[src/rtl/instr_fetch_stage.sv]
// instr_fetch_stage: PC, instruction RAM fetch sequencing and opcode/mode/operand stage register
// A fetch takes IDLE -> ISSUE -> (WAIT)* -> LATCH -> IDLE; RAM controls are decoded from state.
module instr_fetch_stage #(
  parameter int ADDR_W  = 8,
  parameter int INSTR_W = 16,
  parameter int RAM_LAT = 1
) (
  input  logic               clk,
  input  logic               reset,
  input  logic               fetch_req,
  input  logic               pc_load,
  input  logic [ADDR_W-1:0]  pc_load_val,
  input  logic [INSTR_W-1:0] InstrRAMdata,
  output logic [ADDR_W-1:0]  InstrRAMaddr,
  output logic               InstrRAMenable,
  output logic               InstrRAMread_en,
  output logic [4:0]         StageRegInstr_out,
  output logic [2:0]         StageRegAddrMode_out,
  output logic [INSTR_W-9:0] StageRegOperand_out,
  output logic               instr_valid,
  output logic               busy,
  output logic [ADDR_W-1:0]  pc_out
);
  typedef enum logic [1:0] {IDLE, ISSUE, WAIT, LATCH} state_t;
  localparam logic [2:0] CNT_INIT = (RAM_LAT > 1) ? 3'(RAM_LAT - 2) : 3'd0;
  state_t             r_state;
  logic [ADDR_W-1:0]  r_pc;
  logic [ADDR_W-1:0]  r_addr;
  logic [2:0]         r_cnt;
  logic [4:0]         r_instr;
  logic [2:0]         r_mode;
  logic [INSTR_W-9:0] r_opd;
  logic               r_valid;
  logic               w_active;
  always_ff @(posedge clk or posedge reset)
    if (reset) begin
      r_state <= IDLE;
      r_pc    <= '0;
      r_addr  <= '0;
      r_cnt   <= '0;
      r_instr <= '0;
      r_mode  <= '0;
      r_opd   <= '0;
      r_valid <= 1'b0;
    end else begin
      r_valid <= 1'b0;
      case (r_state)
        IDLE: begin
          if (pc_load) r_pc <= pc_load_val;
          if (fetch_req) begin
            r_addr  <= pc_load ? pc_load_val : r_pc;
            r_state <= ISSUE;
          end
        end
        ISSUE: begin
          r_cnt   <= CNT_INIT;
          r_state <= (RAM_LAT == 1) ? LATCH : WAIT;
        end
        WAIT: begin
          if (r_cnt == 3'd0) r_state <= LATCH;
          else r_cnt <= r_cnt - 3'd1;
        end
        LATCH: begin
          r_instr <= InstrRAMdata[INSTR_W-1 -: 5];
          r_mode  <= InstrRAMdata[INSTR_W-6 -: 3];
          r_opd   <= InstrRAMdata[INSTR_W-9:0];
          r_pc    <= r_addr + 1'b1;
          r_valid <= 1'b1;
          r_state <= IDLE;
        end
      endcase
    end
  assign w_active             = r_state != IDLE;
  assign InstrRAMaddr         = w_active ? r_addr : r_pc;
  assign InstrRAMenable       = w_active;
  assign InstrRAMread_en      = w_active;
  assign busy                 = w_active;
  assign instr_valid          = r_valid;
  assign pc_out               = r_pc;
  assign StageRegInstr_out    = r_instr;
  assign StageRegAddrMode_out = r_mode;
  assign StageRegOperand_out  = r_opd;
endmodule

[config.mk]
export PLATFORM = sky130hd
export DESIGN_NAME = instr_fetch_stage
export DESIGN_NICKNAME = d
export VERILOG_FILES = /design/src/rtl/instr_fetch_stage.sv
export SDC_FILE = /design/constraint.sdc
export NUM_CORES = 1
export LEC_CHECK = 0
export CAP_MARGIN = 20
export CELL_PAD_IN_SITES_DETAIL_PLACEMENT = 0
export CELL_PAD_IN_SITES_GLOBAL_PLACEMENT = 1
export CORE_ASPECT_RATIO = 1.2
export CORE_MARGIN = 1.5
export CORE_UTILIZATION = 35
export CTS_CLUSTER_SIZE = 8
export DETAILED_ROUTE_END_ITERATION = 8
export HOLD_SLACK_MARGIN = 0.06
export PLACE_DENSITY = 0.82
export SETUP_SLACK_MARGIN = 0.1
export SKIP_LAST_GASP = 1
export SYNTH_ARGS = -nofsm -noshare
export SYNTH_HDL_FRONTEND = slang
export SYNTH_SLANG_ARGS = --single-unit
[constraint.sdc]
create_clock -name clk -period 2.1 [get_ports clk]
set_input_delay 0.42 -clock clk [delete_from_list [all_inputs] [get_ports clk]]
set_output_delay 0.42 -clock clk [all_outputs]
set_load 0.02 [all_outputs]
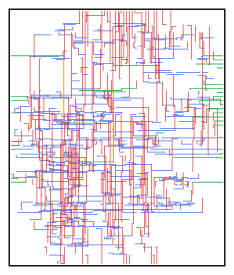
**Above:** signal wires by layer.
(3 px per µm)
[blue] met1 | wire length: 1,920 µm
[red] met2 | wire length: 2,370 µm
[green] met3 | wire length: 175 µm
[orange] met4 | wire length: 46.2 µm
vias post-DR: 1,569
detail-routed net length per standard cell: 14.5 µm
total wire length: 4510 µm
total routing usage reported by global routing: 16.2%

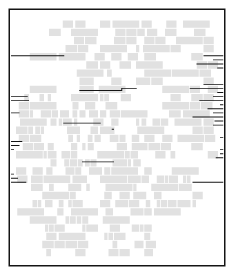
**Above:** signal wires on met3.
(3 px per µm)
main direction: horizontal
nets with wire on the layer: 31
longest straight run: 17.5 µm
GR Layer Usage met3: 3.21%

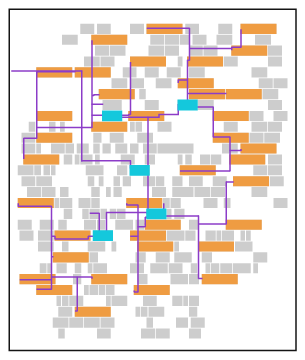
**Above:** clock network drawn from the DEF.
(4 px per µm)
[orange] flip-flops | count: 38
[purple] clock wires | length: 490 µm
[cyan] cells driving clock nets | count: 5
routed clock nets: 6
Clk Latency, worst-skew pair: 280 ps
clock distribution power: 0.000522 W
final setup skew: 3.25 ps
clock network fraction of total power: 11.2%

==> layout make-up <==
| type | count | area share, % |
|---|---|---|
| Inverter | 13 | 1.74 |
| Tap cell | 62 | 2.76 |
| Multi-Input combinational cell | 111 | 32.2 |
| Clock inverter | 2 | 0.445 |
| Clock buffer | 6 | 2.94 |
| Sequential cell | 38 | 33.8 |
| Timing Repair Buffer | 79 | 26.1 |
==> registers in the layout, summed over array words and instances, names as in the netlist <==
signal                count
r_cnt                     3
r_state                   2
pc_out                    8
StageRegInstr_out         5
StageRegAddrMode_out      3
instr_valid               1
r_addr                    8
StageRegOperand_out       8
==> worst max-delay path, delay by kind of cell (launching register included) <==
| family | cells | cell delay, ps |
|---|---|---|
| buffers and inverters | 5 | 710 |
| DFF | 1 | 370 |
| adders and majority gates | 1 | 160 |
==> cells in the final DEF, fill, tap and decap left out, types with 3 or more instances in the layout <==
cell and n:
clkdlybuf4s50_1 52, dfrtp_1 38, buf_4 15, mux2_2 13
nor2_1 11, mux2_1 10, a21oi_1 10, mux2i_1 9
inv_1 9, ha_1 7, nand2b_1 6, o22ai_1 6
clkbuf_8 6, o21ai_0 5, inv_2 4, or3_1 4
buf_2 4, or4b_1 3, a31oi_1 3, buf_6 3
==> through the flow <==
step / setup WS, ps / cells
6_report: 155 / 311
5_1_grt: 82.9 / 311
4_1_cts: 91.8 / 311
3_5_place_dp: -13.1 / 303
3_3_place_gp: 45.3 / 303
2_1_floorplan: 373 / 173
==> power by group through the flow <==
stage	logic [W]	clock network, W	registers, W
floorplan	0.00136	0	0.00164
global placement	0.00277	0	0.00137
detailed placement	0.00281	0	0.00138
CTS	0.00273	0.000546	0.00137
global route	0.00304	0.000571	0.00143
finish	0.00278	0.000522	0.00137
==> timing repair <==
item,in CTS,in global routing
resized,36,12
setup endpoints to repair,11,11
hold endpoints to repair,0,0
pin swaps,0,1
setup buffers,0,0
==> routing by layer <==
layer,wire (µm),GRT usage [%],part of all wire (%)
met5,0,0,0
met4,46,4.46,1.0
met3,175,3.21,3.9
met2,2370,29.7,53
met1,1920,19.0,43
==> worst min path at each step <==
stage | from | end | depth (start not counted) | slack (ps)
4_1_cts | StageRegOperand_out[7] | StageRegOperand_out[7] | 1 | 490
6_report | StageRegOperand_out[7] | StageRegOperand_out[7] | 1 | 490
5_1_grt | StageRegInstr_out[4] | StageRegInstr_out[4] | 1 | 520
3_3_place_gp | StageRegOperand_out[2] | StageRegOperand_out[2] | 1 | 470
3_5_place_dp | StageRegOperand_out[7] | StageRegOperand_out[7] | 1 | 470
2_1_floorplan | r_cnt[1] | r_cnt[1] | 1 | 460
==> cells by family (layout without fill, tap and decap cells) <==
logic type	count (synthesis)	count (layout)	share of synthesized area, %
and+or+nand+nor	32	32	9.32
adders and majority gates	8	8	5.11
DFF	38	38	48.5
muxes	32	32	17.8
AOI/OAI and AO/OA	37	37	12.4
xor gates and xnor gates	2	2	0.894
buffers and inverters	24	100	5.94
==> results.txt <==
Here are the numbers from the latest Yosys + OpenROAD run.

The synthesis log from Yosys contains 0 warnings. The post-synth register bit count is 38. The total power draw came out at 0.00467 W. The number of remaining DRC errors came out at 0.

Among all cell types in the netlist, the one instantiated most often is dfrtp_1. The worst setup path is captured at an output port. The analysis attributes to net switching a power of 0.00193 W. STA lists the startpoint of the worst register-to-register path as r_state[0].

The final weighted congestion of routability-driven global placement is 0.767. The internal power of the cells totals 0.00274 W. The number of fill cells came out at 497. Per the summary, power density relative to cell area is 1660 nW/µm². The number of antenna violations at the first check in global routing came to 0. Per the timing report, the biggest fanout along the worst path comes to 8.

The number of standard cells reported by yosys is 173. The share of post-route cells with drive strength above 1 came out at 20.9%. The run finished with clean final reports. The final report gives the core utilization as 52.7%. TritonCTS built the clock tree. For reference, the top cells by count after synthesis are dfrtp_1 (38), mux2_2 (13), inv_1 (11), nor2_1 (11). The area overhead of the layout relative to synthesis came out at 43.5%.

The share of flip-flops with an asynchronous set or reset after synthesis came out at 100%. The violation tally recorded at the end of detailed-routing iteration 0 is 74. The first-pass iteration count of the detailed router came out at 4. At the pin with the least slew margin, the transition time is 488 ps. The max-slew check reports its worst relative slack as 67.4%. The count of library flops with an enable pin came out at 0. Post-synth the commonest register cell is dfrtp_1. The capture point of the worst register-to-register path is recorded as pc_out[7]. In this run the tools logged warnings totalling 32. The global-route wire length before repair came out at 7960 µm. The most critical hold endpoint after final layout shows a slack of 487 ps.

Setup repair after global routing could not meet its margin everywhere. The static leakage power is 1.19 nW. After floorplanning, the die was sized to cover 6060 µm². The data required time at the worst endpoint is 1680 ps. The storage element area came out at 951 µm². The via count of the first global-routing pass is 1,689. The flop-to-flop setup slack came out at 390 ps. The fraction of the cycle the final worst path needs is 92.6%. Pin placement for this block handled 64 I/O pins.

The CTS clock-pin slew for the worst setup and hold paths came out at 70 ps. The final global-route overflow total is 0. The critical path arrival came out at 1520 ps. The count of final setup violators is 0.

The clock sink count came out at 38. The script logs the ratio of routed vias to standard cells as 5.05. Sequential cells account for 29.3% of the total power. The core region area is 5330 µm².

The path depth of the worst reg2reg path came out at 5. The share of synthesized area in the top cell type comes to 48.5%. The maximum ir drop on the vdd rail came out at 0.696 mV. The area of all placed cells without fillers came out at 2810 µm². The post-synthesis cell type count came out at 35. The type of the setup path with the least slack is flop to output port. Per the post-route antenna check, the number of violating nets is 0.

Traced cell by cell, the critical path runs through inv_2 > ha_4 > buf_8 > buf_4 > inv_2 > dlygate4sd2_1. The register share after synthesis came out at 48.5%. After synthesis, the cell types taking the most area are dfrtp_1 (49%), mux2_2 (7.5%), mux2_1 (5.7%). The share of total power in combinational logic is 59.5%. Per the CTS log, the maximum H-tree level is 2. For this run the detailed placement stage logged an HPWL of 3360 µm.
Power figures rest on the tool's default switching activity, not on a simulated workload.
